==> config.mk <==
export PLATFORM = sky130hd
export DESIGN_NAME = mux4_rr_arbiter
export DESIGN_NICKNAME = d
export VERILOG_FILES = /design/src/rtl/mux4_rr_arbiter.sv
export SDC_FILE = /design/constraint.sdc
export NUM_CORES = 1
export LEC_CHECK = 0
export CORE_AREA = 2 2 39 41
export DETAILED_ROUTE_END_ITERATION = 8
export DIE_AREA = 0 0 41 43
export PLACE_DENSITY = 0.74
export SYNTH_ARGS = -nofsm -noshare
export SYNTH_HDL_FRONTEND = slang
export SYNTH_SLANG_ARGS = --single-unit
==> constraint.sdc <==
create_clock -name clk -period 5 [get_ports clk]
set_input_delay 0.75 -clock clk [delete_from_list [all_inputs] [get_ports clk]]
set_output_delay 0.75 -clock clk [all_outputs]
set_load 0.05 [all_outputs]
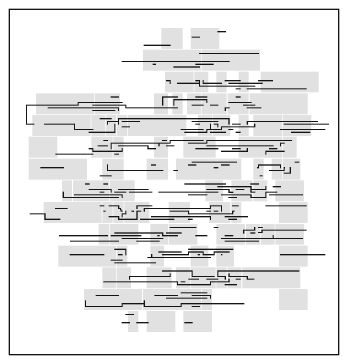
(signal wires on met1)
Scale: 8 px per µm. Cells faint in the background.
main direction = horizontal
longest straight run = 13.8 µm
Total Wirelength: 1290 µm
GRT met1 Usage: 25.5%

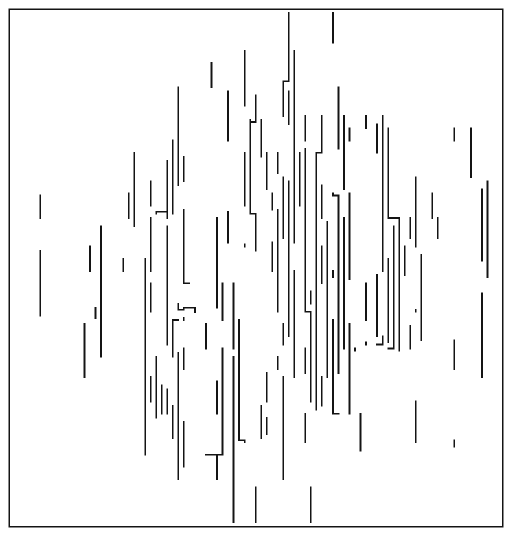
(met2 routing)
Scale: 12 px per µm.
main direction = vertical
nets with wire on the layer = 73
via count: 568
M2 GR Usage: 24.7%

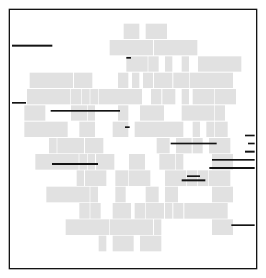
(met3 routing)
Scale: 6 px per µm. Cells faint in the background.
nets with wire on the layer = 13
wire length on this layer = 61.4 µm
share of all routed wire = 4.8%
met3 track demand over resource: 4.71%

==> impl_results.rst <==
Metrics
=======

.. list-table::
   :header-rows: 1

   * - Metric
     - Value
   * - Crit path required time
     - just over 5 ns
   * - Clk Tree Root Cell
     - sky130_fd_sc_hd__clkbuf_4
   * - DRC errors left
     - 0
   * - Total Negative Setup Slacks
     - 0 ns
   * - Number of enable flip-flop cells
     - 0
   * - Syn_area_per_cell
     - slightly below 9 µm²
   * - Taps Inserted
     - 16
   * - Share of total power in the clock network
     - about a quarter
   * - Number of cells produced by synthesis
     - ~71
   * - Total non-filler cell area in the finished layout
     - 785 µm²
   * - Met3 Wirelength
     - 61 µm
   * - Final min period
     - approximately 2.6 ns
   * - Adder Area Share
     - a little under 2%
   * - Kind of launch point of the worst setup path
     - primary input
   * - Post-synth top flop
     - sky130_fd_sc_hd__dfxtp_1
   * - Final tally of max-slew violations
     - 0
   * - R2R setup slack
     - ~3.1 ns
   * - Power dissipated by switching net loads
     - 0.0918 mW
   * - # setup viols final
     - 0
   * - Global-route usage over all layers
     - about 18%
   * - Clock input transition at the sequential cells of the worst setup and hold paths
     - around 0.080 ns
   * - HPWL reported at the end of detailed placement
     - 931 µm
   * - AO/OA Area Share
     - 23.1%
   * - Combinational share of power
     - a little under a third
   * - Detailed Route Iter0 Violations
     - 13
   * - Gp weighted congestion
     - roughly 0.71
   * - Post-Synth XOR/XNOR Area
     - roughly 1.4%
   * - Post-detailed-route count of antenna-violating nets
     - 0
   * - Number of warning messages in the yosys log
     - 0
   * - Clock Network Area Fraction
     - 3.35%
   * - Area of placed instances
     - roughly 760 µm²
   * - Clock sinks
     - 13
   * - F_max
     - between 300 and 400 MHz
   * - Synth top area share
     - between 40% and 50%
   * - Fraction of area in registers
     - 33.2%
   * - Site row count
     - 14
   * - Mi-comb count
     - 53
   * - Worst IR Drop VDD
     - about 0.00018 V
   * - Worst-path fanout max
     - 9
   * - Commonest cells in the netlist
     - sky130_fd_sc_hd__dfxtp_1 (13), sky130_fd_sc_hd__a21oi_1 (10), sky130_fd_sc_hd__nand2_1 (8), sky130_fd_sc_hd__nor2_1 (6), sky130_fd_sc_hd__nand2b_1 (4)
   * - Port-buffer cells
     - 12
   * - Routed len/inst
     - around 13 µm
   * - Synth Area in Simple Gates
     - 23.1%
   * - Cell with the most instances after synthesis
     - sky130_fd_sc_hd__dfxtp_1
   * - CTS tree
     - done
   * - Number of vias per cell
     - around 5.6
   * - Worst slack on hold paths
     - between 0.4 and 0.5 ns
   * - Number of logged tool warnings
     - 26
   * - Synthesis-stage register bit count
     - 13
   * - Endpoints failing hold
     - 0
   * - Power dissipated in the clock network
     - approximately 0.064 mW
   * - Non-CTS inverters
     - 3
   * - Total die size
     - 0.00176 mm²
   * - Post-layout power
     - around 0.27 mW
   * - Global route total overflow
     - 0
   * - Number of standard cells in the final layout excluding fillers
     - a little over 100
   * - Post-synthesis cell type with the largest combined area
     - sky130_fd_sc_hd__dfxtp_1
   * - Critical path's largest stage delay
     - around 1 ns
   * - Class of the tightest hold or removal check
     - reg2reg
   * - Result of the run
     - finished clean
   * - Switching power share of the total
     - roughly 34%
   * - Clock buffer cells
     - 4
   * - Number of post-CTS setup repair buffers
     - 0
   * - Floorplan-stage core utilization
     - approximately 46%
   * - Layout-stage area growth over the synthesis result
     - 23.9%
   * - PD cells
     - between 300 and 400 mW/mm²
   * - FF+latch area
     - approximately 260 µm²
   * - Number of buffers added by the clock tree synthesis step
     - 3
   * - Final worst path period share
     - a little over 50%
Power and IR drop assume default switching activity.
